==> run_1/port_nets.png <==
Bar = 20 microns.
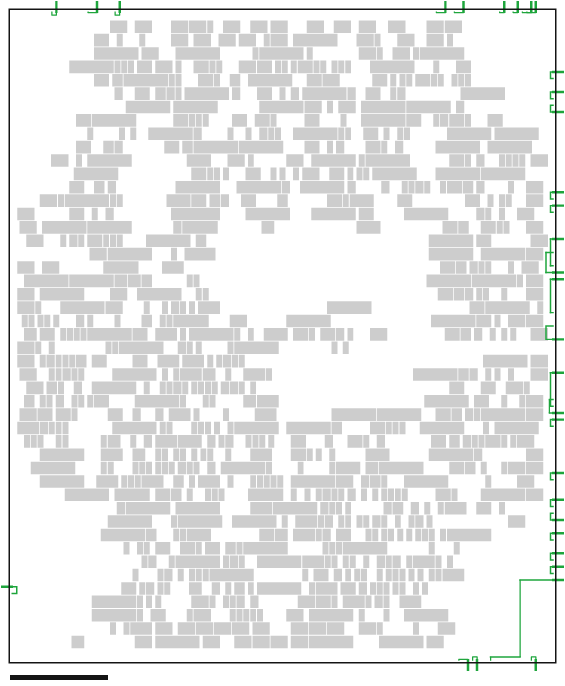
==> run_1/wire_density.png <==
The die is cut into 22 by 27 equal tiles; dark blue is low, red is high, scaled to the fullest tile. Values are wire area over tile area, all layers added.
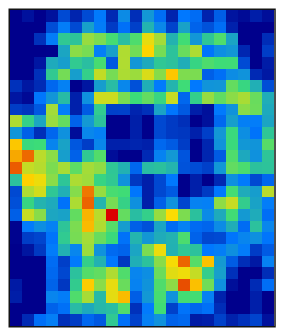
==> run_1/final_placement.png <==
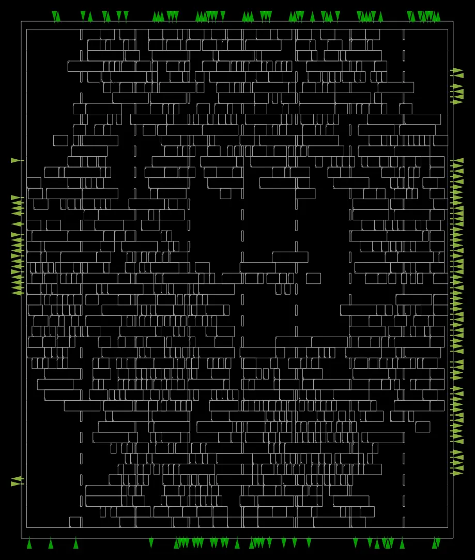
`config.mk`:
```
export PLATFORM = sky130hd
export DESIGN_NAME = bram_stream_fifo
export DESIGN_NICKNAME = d
export VERILOG_FILES = /design/src/rtl/bram_stream_fifo_pkg.sv /design/src/rtl/bram_stream_fifo_obuf.sv /design/src/rtl/bram_stream_fifo.sv
export SDC_FILE = /design/constraint.sdc
export NUM_CORES = 1
export LEC_CHECK = 0
export ABC_AREA = 1
export CAP_MARGIN = 0
export CORE_ASPECT_RATIO = 1.2
export CORE_UTILIZATION = 45
export CTS_BUF_LIST = sky130_fd_sc_hd__clkbuf_4 sky130_fd_sc_hd__clkbuf_8
export DETAILED_ROUTE_END_ITERATION = 6
export PLACE_DENSITY = 0.76
export SKIP_CTS_REPAIR_TIMING = 1
export SLEW_MARGIN = 10
export SYNTH_ARGS = -nofsm -noshare
export SYNTH_HDL_FRONTEND = slang
export SYNTH_SLANG_ARGS = --single-unit
```
`constraint.sdc`:
```
create_clock -name CLK -period 4.7 [get_ports CLK]
set_input_delay 0.47 -clock CLK [delete_from_list [all_inputs] [get_ports CLK]]
set_output_delay 0.47 -clock CLK [all_outputs]
set_load 0.02 [all_outputs]
```
`src/rtl/bram_stream_fifo_pkg.sv`:
```
// Shared constants for the BRAM-backed stream FIFO and its output buffer.
package bram_stream_fifo_pkg;

  localparam int unsigned OBUF_DEPTH = 2;
  localparam int unsigned OBUF_CW    = $clog2(OBUF_DEPTH + 1);

  // Total occupancy width: RAM entries plus in-flight read plus output buffer.
  function automatic int unsigned count_width(input int unsigned addr_width);
    return addr_width + 2;
  endfunction

endpackage

```
`src/rtl/bram_stream_fifo_obuf.sv`:
```
// Two-entry register FIFO that absorbs RAM read data and presents a registered head.
module bram_stream_fifo_obuf
  import bram_stream_fifo_pkg::*;
#(
  parameter int unsigned DATA_WIDTH = 32
) (
  input  logic                  CLK,
  input  logic                  RST_N,
  input  logic                  push,
  input  logic [DATA_WIDTH-1:0] push_data,
  input  logic                  pop,
  output logic [DATA_WIDTH-1:0] head_data,
  output logic                  head_valid,
  output logic [OBUF_CW-1:0]    count
);

  logic [DATA_WIDTH-1:0] head_q, head_d;
  logic [DATA_WIDTH-1:0] tail_q, tail_d;
  logic [OBUF_CW-1:0]    count_q, count_d;
  logic [OBUF_CW-1:0]    slot;
  logic                  valid_q;

  // Pop shifts tail into head; a push lands in the first slot free after the pop.
  always_comb begin
    head_d  = head_q;
    tail_d  = tail_q;
    slot    = count_q - OBUF_CW'(pop);
    count_d = count_q + OBUF_CW'(push) - OBUF_CW'(pop);
    if (pop) begin
      head_d = tail_q;
    end
    if (push) begin
      if (slot == '0) begin
        head_d = push_data;
      end else begin
        tail_d = push_data;
      end
    end
  end

  always_ff @(posedge CLK or negedge RST_N) begin
    if (!RST_N) begin
      head_q  <= '0;
      tail_q  <= '0;
      count_q <= '0;
      valid_q <= 1'b0;
    end else begin
      head_q  <= head_d;
      tail_q  <= tail_d;
      count_q <= count_d;
      valid_q <= (count_d != '0);
    end
  end

  assign head_data  = head_q;
  assign head_valid = valid_q;
  assign count      = count_q;

endmodule

```
`src/rtl/bram_stream_fifo.sv`:
```
// Valid/ready stream FIFO driving an external one-cycle registered-read RAM,
// with a two-entry output buffer hiding the read latency.
module bram_stream_fifo
  import bram_stream_fifo_pkg::*;
#(
  parameter int unsigned DATA_WIDTH = 32,
  parameter int unsigned ADDR_WIDTH = 9
) (
  input  logic                                 CLK,
  input  logic                                 RST_N,
  input  logic [DATA_WIDTH-1:0]                ENQ_DATA,
  input  logic                                 ENQ_VALID,
  output logic                                 ENQ_READY,
  output logic [DATA_WIDTH-1:0]                DEQ_DATA,
  output logic                                 DEQ_VALID,
  input  logic                                 DEQ_READY,
  output logic [count_width(ADDR_WIDTH)-1:0]   COUNT,
  output logic [DATA_WIDTH-1:0]                BRAM_DI,
  output logic [ADDR_WIDTH-1:0]                BRAM_WR_ADDR,
  output logic                                 BRAM_WE,
  output logic [ADDR_WIDTH-1:0]                BRAM_RD_ADDR,
  output logic                                 BRAM_RE,
  input  logic [DATA_WIDTH-1:0]                BRAM_DO,
  input  logic                                 BRAM_DO_VALID
);

  localparam int unsigned DEPTH = 2 ** ADDR_WIDTH;
  localparam int unsigned RC_W  = ADDR_WIDTH + 1;
  localparam int unsigned CW    = count_width(ADDR_WIDTH);
  localparam int unsigned OCC_W = OBUF_CW + 1;

  logic [ADDR_WIDTH-1:0] wr_ptr_q, rd_ptr_q;
  logic [RC_W-1:0]       ram_count_q, ram_count_d;
  logic [CW-1:0]         count_q;
  logic                  inflight_q;
  logic                  enq_ready_q;
  logic                  enq_fire, deq_fire, issue;
  logic                  obuf_valid;
  logic [OBUF_CW-1:0]    obuf_count;
  logic [OCC_W-1:0]      occupancy;
  logic [1:0]            live_q;

  assign enq_fire    = ENQ_VALID & enq_ready_q;
  assign deq_fire    = obuf_valid & DEQ_READY;
  // Credit: buffered plus in-flight entries left after this cycle's dequeue.
  assign occupancy   = OCC_W'(obuf_count) + OCC_W'(inflight_q) - OCC_W'(deq_fire);
  assign issue       = (ram_count_q != '0) && (occupancy < OCC_W'(OBUF_DEPTH));
  assign ram_count_d = ram_count_q + RC_W'(enq_fire) - RC_W'(issue);

  always_ff @(posedge CLK or negedge RST_N) begin
    if (!RST_N) begin
      wr_ptr_q    <= '0;
      rd_ptr_q    <= '0;
      ram_count_q <= '0;
      count_q     <= '0;
      inflight_q  <= 1'b0;
      enq_ready_q <= 1'b0;
    end else begin
      if (enq_fire) wr_ptr_q <= wr_ptr_q + ADDR_WIDTH'(1);
      if (issue)    rd_ptr_q <= rd_ptr_q + ADDR_WIDTH'(1);
      ram_count_q <= ram_count_d;
      count_q     <= count_q + CW'(enq_fire) - CW'(deq_fire);
      inflight_q  <= issue;
      enq_ready_q <= (ram_count_d < RC_W'(DEPTH));
    end
  end

  bram_stream_fifo_obuf #(
    .DATA_WIDTH (DATA_WIDTH)
  ) u_obuf (
    .CLK        (CLK),
    .RST_N      (RST_N),
    .push       (inflight_q),
    .push_data  (BRAM_DO),
    .pop        (deq_fire),
    .head_data  (DEQ_DATA),
    .head_valid (obuf_valid),
    .count      (obuf_count)
  );

  assign ENQ_READY    = enq_ready_q;
  assign DEQ_VALID    = obuf_valid;
  assign COUNT        = count_q;
  assign BRAM_WE      = enq_fire;
  assign BRAM_WR_ADDR = wr_ptr_q;
  assign BRAM_DI      = ENQ_DATA;
  assign BRAM_RE      = issue;
  assign BRAM_RD_ADDR = rd_ptr_q;

  // RAM's returned valid must track our in-flight flag once reset has settled.
  always_ff @(posedge CLK or negedge RST_N) begin
    if (!RST_N) begin
      live_q <= '0;
    end else if (live_q != 2'd2) begin
      live_q <= live_q + 2'd1;
    end
  end

  always @(posedge CLK) begin
    if (RST_N && live_q == 2'd2) begin
      assert (inflight_q == BRAM_DO_VALID);
    end
  end

endmodule

```
==> results_slide.txt, run 1 <==
Run Summary

Detailed routing
  • Pre-antenna DRT Iters: 4
  • DRT iter0 DRCs: 253
  • Vias per cell: 4.78
  • Drc violations: 0

Placed design
  • HPWL Detailed: 8.54 mm

Synthesis
  • Post-synth cell types: 29
  • Post-synth seq share: 0.422
  • Warnings, synthesis: 0
  • Flip-flops with a built-in enable: 0
  • Mapped Cells: 775
  • Top cells by area: dfrtp_1 42%, nand2_1 14%, o21ai_2 8.5%
  • YS chip area: 6400 sq um
  • Area leader share: 0.422
  • Top_reg_cell synth: dfrtp_1
  • Nets at Floorplan: 875
  • Syn Std Cell Area: 6400 sq um
  • Ys cells: 775
  • Post-synth ARST share: 1.00
  • Synth Register Bits: 108
  • Synth area leader: dfrtp_1

Timing
  • Worst-Margin Slew: 0.913 ns
  • Slew Viols, Final: 0
  • RSZ-0062 raised after global routing: false
  • Minimum clock period: 4.04 ns
  • Fmax: 0.247 GHz
  • Setup TNS: 0 ns
  • Slew margin rel.: 0.392
  • Hold Fails Final Rpt: 0
  • Clk_skew: 0.0134 ns
  • Period Utilization, post-route: 0.860
  • Final setup fails: 0

Critical path
  • WP buf/inv: 6
  • Worst-path fanout max: 21
  • Worst reg-to-reg path cell count: 19
  • Critical path depth: 20
  • Worst EP arrival: 4.31 ns
  • Critical-path cell list: clkdlybuf4s50_1 > nand2_8 > xor2_4 > inv_1 > ha_1 > inv_1 > fa_1 > o21ai_0 > nor2_1 > nand2_2 > clkinv_1 > ha_1 > inv_1 > ha_1 > inv_1 > fa_1 > o21ai_0 > nand2_1 > nand3_1 > nand2_1
  • Most frequent CP cell: inv_1
  • Setup crit start kind: input pin
  • Crit Path Class: in2reg
  • Crit end category: flip-flop
  • Critical path's largest stage delay: 0.58 ns
  • Worst Path Required: 4.97 ns

Final layout
  • Most common logic cells in the final layout: 246 x nand2_1, 110 x inv_1, 108 x dfrtp_1
  • Layout cells sized above 1: 0.129
  • Fill cells: 1,296
  • Antenna Diode Count: 0
  • Synth-to-layout area growth: 15.2%
  • Nets: 935

Clocking
  • Clk sink count: 108
  • Max H-tree Level: 3
  • Total CTS buffers: 9
  • Clock Path Buffers: 2
  • Reg clk slew, reported paths: 0.10 ns
  • TritonCTS clock tree: built
  • Clock root cell: clkbuf_8
  • Clk_lat worst skew: 0.37 ns

Power and ir drop
  • Worst VDD drop: 0.000399 V
  • Pleak: 3.82 nW

Worst hold path
  • Hold WC Path Type: in2async

Flow run
  • Tool warnings: 31

GRT
  • Number of global-route vias before repair: 4,494
  • Remaining global-route overflow: 0
  • Initial antenna violation count: 0
  • First-pass GRT wire length: 21.0 mm
  • Total Routing Usage GR: 0.174
  • Pin count of the biggest net entering global routing: 69

Die
  • Die Size: 14,700 sq um
  • DIE HEIGHT: 133 microns
  • Chip Width: 111 microns
  • Core Util at FP: 0.463
  • Core footprint: 13,800 sq um
  • Num rows: 47

Status
  • Outcome: completed
About port_nets.png:
[BRAM_DI] green | direction: output | edge: 19 east, 9 north, 3 south, 1 west | end cells: 0 | buffers: 0 | wire: 124 microns
Ports: 166
buffers added on ports: 100

About wire_density.png:
mean over tiles: 0.13
emptiest ninth of the die: north-west
fullest tile: 0.43
tiles over half the peak: 23%
densest ninth of the die: west
Routed WL per cell: 12.3 microns
vias: 4,826
Routed WL: 12.4 mm

About final_placement.png:
well tap count: 171
final core occ: 0.533
Layout Cells excl Fill: 1,010
flop count: 108
Seq area share: 0.367

-- run 1: path summary, 6_finish.rpt --
path,endpoint,slack (ns),from
worst max register to register,ram_count_q[8]$_DFF_PN0_,0.86,u_obuf.head_valid$_DFF_PN0_
max in group asynchronous,u_obuf.tail_q[18]$_DFFE_PN0P_,3.46,RST_N
worst min-delay path,BRAM_WR_ADDR[7]$_DFFE_PN0P_,0.19,RST_N
min in group CLK,u_obuf.tail_q[18]$_DFFE_PN0P_,0.49,u_obuf.tail_q[18]$_DFFE_PN0P_
worst max-delay path,ram_count_q[8]$_DFF_PN0_,0.66,DEQ_READY
worst min register to register,u_obuf.tail_q[18]$_DFFE_PN0P_,0.49,u_obuf.tail_q[18]$_DFFE_PN0P_
-- run 1: area by class of cell --
class / count / area (sq um) / share of cell area
timing repair buffer: 105 / 1040 / 0.141
tap: 171 / 214 / 0.0290
clock buffer: 9 / 124 / 0.0168
inverter: 111 / 417 / 0.0565
sequential: 108 / 2700 / 0.367
multi-input combinational: 500 / 2830 / 0.384
clock inverter: 6 / 47.5 / 0.00645
-- run 1: metal layers --
layer  vias up  wire length (microns)  track usage
met1      2230                   5600        0.226
met3        19                    526       0.0330
met4         0                    177       0.0570
met5         -                      0            0
li1       2492                      -            -
met2        85                   6120        0.292
-- run 1: where the power goes --
group / leakage [nW] / switching [mW] / total, mW / internal (mW)
Sequential: 1.33 / 0.313 / 1.70 / 1.39
Combinational: 2.40 / 2.01 / 3.41 / 1.40
Clock: 0.0861 / 0.336 / 0.531 / 0.195
Total: 3.82 / 2.66 / 5.65 / 2.99
-- run 1: flip-flops by register name (all words and copies together), names as in the netlist --
signal	cells
u_obuf.head_data	32
u_obuf.tail_q	32
COUNT	11
ram_count_q	10
BRAM_RD_ADDR	9
BRAM_WR_ADDR	9
u_obuf.count	2
ENQ_READY	1
inflight_q	1
u_obuf.head_valid	1
-- run 1: cell usage after synthesis (8+ instances only) --
| cell | count |
|---|---|
| nand4_1 | 9 |
| nor2_1 | 28 |
| buf_4 | 33 |
| inv_1 | 110 |
| clkbuf_1 | 9 |
| dfrtp_1 | 108 |
| nand2_2 | 20 |
| nand2_1 | 246 |
| o21ai_2 | 62 |
| ha_1 | 28 |
| a21oi_1 | 8 |
| xor2_1 | 12 |
| nand3_1 | 55 |
| buf_6 | 11 |
-- run 1: metrics by stage --
stage	instance area [sq um]	instances	hold slack, ns	setup WS, ns	power, mW
6_report	7370	1010	0.194	0.656	5.65
5_1_grt	7370	1010	0.272	0.406	6.20
4_1_cts	7370	1010	0.235	0.644	5.70
3_5_place_dp	7200	995	0.468	0.266	5.15
3_3_place_gp	7200	995	0.464	0.294	5.07
2_1_floorplan	6400	775	0.174	0.859	4.27
-- run 1: cell families (layout without fill, tap and decap cells) --
kind of cell             count (synthesis)  in the layout  synth area share
AND-OR/OR-AND                           81             81             0.101
XOR/XNOR                                18             18            0.0276
adder cells (fa/ha/maj)                 31             31            0.0642
buffers and inverters                  167            231             0.136
flip-flops                             108            108             0.422
AND/OR/NAND/NOR                        370            370             0.249
==> run_1/cell_classes.png <==
Fill, decap, tap and diode cells in grey.
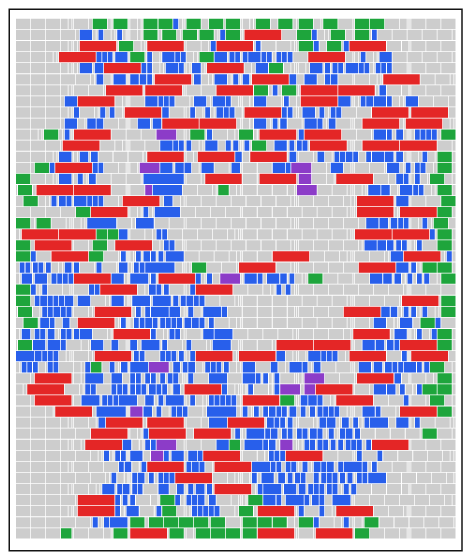

==> run 2: changes to the inputs <==
--- a/config.mk
+++ b/config.mk
@@ -5,13 +5,12 @@
 export SDC_FILE = /design/constraint.sdc
 export NUM_CORES = 1
 export LEC_CHECK = 0
-export ABC_AREA = 1
 export CAP_MARGIN = 0
 export CORE_ASPECT_RATIO = 1.2
 export CORE_UTILIZATION = 45
 export CTS_BUF_LIST = sky130_fd_sc_hd__clkbuf_4 sky130_fd_sc_hd__clkbuf_8
 export DETAILED_ROUTE_END_ITERATION = 6
-export PLACE_DENSITY = 0.76
+export PLACE_DENSITY = 0.78
 export SKIP_CTS_REPAIR_TIMING = 1
 export SLEW_MARGIN = 10
 export SYNTH_ARGS = -nofsm -noshare
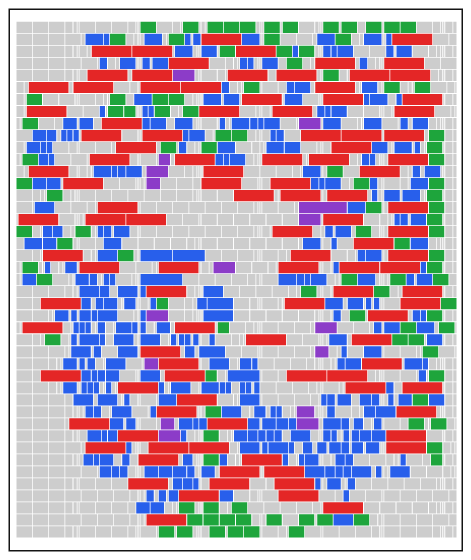
(run_2/cell_classes.png)
Fill, decap, tap and diode cells in grey.
[clock drivers and dummy loads] purple | cells: 16
[all other logic] blue | cells: 332
[flip-flops] red | cells: 108
[other buffers and delay cells] green | cells: 104
num rows: 43
Final Cell Area: 6570 sq um
core footprint: 11,700 sq um

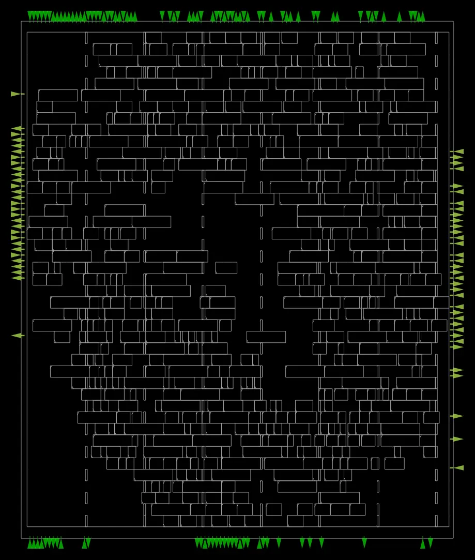
(run_2/final_placement.png)
Fill cells: 1,017
well tap count: 157

==> results_slide.txt, run 2 <==
Run Summary

Die
  • DIE HEIGHT: 122 microns (was 133 microns)
  • Ports: 166 (unchanged)
  • Chip Width: 102 microns (was 111 microns)
  • Die Size: 12,500 sq um (was 14,700 sq um)
  • Core Util at FP: 0.465 (was 0.463)

Clocking
  • TritonCTS clock tree: built (unchanged)
  • Clk_lat worst skew: 0.38 ns (was 0.37 ns)
  • Max H-tree Level: 3 (unchanged)
  • Clock Path Buffers: 2 (unchanged)
  • Total CTS buffers: 9 (unchanged)
  • Reg clk slew, reported paths: 0.10 ns (about the same)
  • Clock root cell: clkbuf_8 (unchanged)
  • Clk sink count: 108 (unchanged)

Detailed routing
  • Drc violations: 0 (unchanged)
  • Vias per cell: 5.07 (was 4.78)
  • Routed WL per cell: 14.8 microns (was 12.3 microns)
  • DRT iter0 DRCs: 113 (was 253)
  • Post-route ant nets: 0 (unchanged)
  • Pre-antenna DRT Iters: 4 (unchanged)
  • Routed WL: 10.6 mm (was 12.4 mm)
  • Vias: 3,635 (was 4,826)

Timing
  • Clk_skew: 0.00896 ns (was 0.0134 ns)
  • Setup TNS: 0 ns (unchanged)
  • Hold Fails Final Rpt: 0 (unchanged)
  • RSZ-0062 raised after global routing: false (unchanged)
  • Slew margin rel.: 0.262 (was 0.392)
  • Hold WS: 0.175 ns (was 0.194 ns)
  • Minimum clock period: 4.11 ns (was 4.04 ns)
  • Fmax: 0.243 GHz (was 0.247 GHz)
  • Worst-Margin Slew: 1.10 ns (was 0.913 ns)
  • Period Utilization, post-route: 0.874 (was 0.860)
  • Slew Viols, Final: 0 (unchanged)
  • Final setup fails: 0 (unchanged)

Critical path
  • Setup crit start kind: input pin (unchanged)
  • Slowest CP cell: a2111oi_0 (was clkdlybuf4s50_1)
  • Critical path's largest stage delay: 0.61 ns (was 0.58 ns)
  • WP buf/inv: 3 (was 6)
  • Most frequent CP cell: ha_1 (was inv_1)
  • Worst Path Required: 5.02 ns (was 4.97 ns)
  • Crit end category: flip-flop (unchanged)
  • Crit Path Class: in2reg (unchanged)
  • Critical path's top delay family: adder cells (unchanged)
  • Critical-path cell list: clkdlybuf4s50_1 > nand2_4 > xnor2_2 > ha_1 > inv_1 > fa_1 > xor2_1 > a311oi_4 > ha_1 > inv_1 > ha_1 > a21o_1 > nand3_1 > nand3_1 > a2111oi_0 > or3_1 (was clkdlybuf4s50_1 > nand2_8 > xor2_4 > inv_1 > ha_1 > inv_1 > fa_1 > o21ai_0 > nor2_1 > nand2_2 > clkinv_1 > ha_1 > inv_1 > ha_1 > inv_1 > fa_1 > o21ai_0 > nand2_1 > nand3_1 > nand2_1)
  • Worst-path fanout max: 3 (was 21)
  • Worst EP arrival: 4.42 ns (was 4.31 ns)

Synthesis
  • Warnings, synthesis: 0 (unchanged)
  • Ys cells: 484 (was 775)
  • Syn Area/Cell: 11.2 sq um (was 8.25 sq um)
  • Post-synth cell types: 45 (was 29)
  • Top-count cell post-synth: dfrtp_1 (was nand2_1)
  • Post-synth ARST share: 1.00 (unchanged)
  • Mapped Cells: 484 (was 775)
  • Syn Std Cell Area: 5420 sq um (was 6400 sq um)
  • Synth Register Bits: 108 (unchanged)
  • Top_reg_cell synth: dfrtp_1 (unchanged)
  • AO/OA Area Share: 0.0752 (was 0.101)
  • Top cells by area: dfrtp_1 50%, ha_1 6.5%, mux2_2 6.2% (was dfrtp_1 42%, nand2_1 14%, o21ai_2 8.5%)
  • Simple-Gate Area Share: 0.0904 (was 0.249)
  • Synth top cells by count: 108 x dfrtp_1, 44 x nand2_1, 36 x o21ai_0 (was 246 x nand2_1, 110 x inv_1, 108 x dfrtp_1)
  • Synth Area in Adders: 0.0757 (was 0.0642)
  • Area leader share: 0.498 (was 0.422)
  • Nets at Floorplan: 584 (was 875)
  • Xor/xnor share: 0.0531 (was 0.0276)
  • Synth area leader: dfrtp_1 (unchanged)
  • MUX area fraction: 0.130 (was 0)
  • YS chip area: 5420 sq um (was 6400 sq um)
  • Flip-flops with a built-in enable: 0 (unchanged)
  • Post-synth seq share: 0.498 (was 0.422)
  • Main logic family: multiplexers (was simple AND/OR/NAND/NOR gates)

Final layout
  • Commonest Layout Cell: dfrtp_1 (was nand2_1)
  • Most common logic cells in the final layout: 108 x dfrtp_1, 99 x clkdlybuf4s50_1, 44 x nand2_1 (was 246 x nand2_1, 110 x inv_1, 108 x dfrtp_1)
  • Synth-to-layout area growth: 21.1% (was 15.2%)
  • Nets: 655 (was 935)
  • Antenna Diode Count: 0 (unchanged)
  • Layout cells sized above 1: 0.105 (was 0.129)

GRT
  • Initial antenna violation count: 0 (unchanged)
  • Number of global-route vias before repair: 3,736 (was 4,494)
  • Remaining global-route overflow: 0 (unchanged)
  • First-pass GRT wire length: 17.7 mm (was 21.0 mm)
  • Pin count of the biggest net entering global routing: 66 (was 69)
  • Total Routing Usage GR: 0.183 (was 0.174)

Power and ir drop
  • Pleak: 3.01 nW (was 3.82 nW)
  • Overall Power: 5.31 mW (was 5.65 mW)
  • Power Density: 808 nW/um^2 (was 766 nW/um^2)
  • Worst VDD drop: 0.000404 V (was 0.000399 V)

Status
  • Outcome: completed (unchanged)

Placed design
  • RePlAce Congestion: 0.852 (was 0.844)
  • HPWL Detailed: 7.46 mm (was 8.54 mm)
  • Buffers added on ports: 100 (unchanged)

Flow run
  • Tool warnings: 31 (unchanged)
  • Max-cap violations: 0 (unchanged)

Worst hold path
  • Hold WC Path Type: in2async (unchanged)
[run 2: cell count changes after synthesis, moves of 7 or more]
cell      before  now
mux2_2         0   30
nand3_1       55    8
nand2_1      246   44
nand2_2       20    0
o21ai_2       62    1
o21ai_0        6   36
xnor2_1        5   17
clkbuf_1       9    2
mux2i_1        0   32
nor2_1        28   16
inv_1        110   34
buf_6         11    0
[run 2: cells by family after synthesis]
| logic type | after synthesis |
|---|---|
| xor gates and xnor gates | 32 |
| DFF | 108 |
| and+or+nand+nor | 101 |
| buffers and inverters | 78 |
| AOI/OAI and AO/OA | 68 |
| adders and majority gates | 31 |
| muxes | 66 |
[run 2: worst reg2reg max path, stage by stage (launching register included)]
cell and delay, ns:
dfrtp_1 0.42, nand2_4 0.08, xnor2_2 0.30, ha_1 0.23, inv_1 0.07, fa_1 0.39, xor2_1 0.20, a311oi_4 0.30
ha_1 0.26, inv_1 0.07, ha_1 0.27, a21o_1 0.20, nand3_1 0.10, nand3_1 0.13, a2111oi_0 0.61, or3_1 0.20
[run 2: layout make-up]
class	instances	area (sq um)
fill	1017	5100
sequential	108	2700
multi-input combinational	298	2310
timing repair buffer	104	1030
tap	157	196
clock buffer	10	131
inverter	34	128
clock inverter	6	76.3
[run 2: routing by layer]
layer  track usage  vias to the layer above  routed length (microns)
li1              -                     1748                        -
met1         0.222                     1773                     4510
met2         0.308                       94                     5360
met3        0.0382                       20                      517
met4        0.0875                        0                      230
met5             0                        -                        0
[run 2: worst paths after layout]
path / slack [ns] / end / start / cells past startpoint
setup reg to reg: 0.83 / ENQ_READY$_DFF_PN0_ / u_obuf.head_valid$_DFF_PN0_ / 15
max in group asynchronous: 3.42 / COUNT[6]$_DFF_PN0_ / RST_N / 2
setup / recovery: 0.59 / ENQ_READY$_DFF_PN0_ / DEQ_READY / 16
hold reg to reg: 0.48 / BRAM_RD_ADDR[8]$_DFFE_PN0P_ / BRAM_RD_ADDR[8]$_DFFE_PN0P_ / 1
min in group CLK: 0.48 / BRAM_RD_ADDR[8]$_DFFE_PN0P_ / BRAM_RD_ADDR[8]$_DFFE_PN0P_ / 1
hold / removal: 0.17 / u_obuf.head_data[9]$_DFF_PN0_ / RST_N / 1
[run 2: power breakdown]
group / switching, mW / total, mW / leakage, nW / internal [mW]
clock: 0.334 / 0.598 / 0.108 / 0.264
combinational: 1.55 / 3.00 / 1.62 / 1.44
sequential: 0.294 / 1.71 / 1.29 / 1.42
total: 2.18 / 5.31 / 3.01 / 3.12
[run 2: per-stage QoR]
stage / util / area, sq um / cells / setup slack (ns)
after floorplan: - / 5420 / 484 / 0.574
after global placement: 0.545 / 6360 / 701 / 0.456
after detailed placement: 0.545 / 6360 / 701 / 0.309
after CTS: 0.563 / 6570 / 717 / 0.659
after global routing: 0.563 / 6570 / 717 / 0.350
final: 0.563 / 6570 / 717 / 0.591
Power and IR drop assume default switching activity.
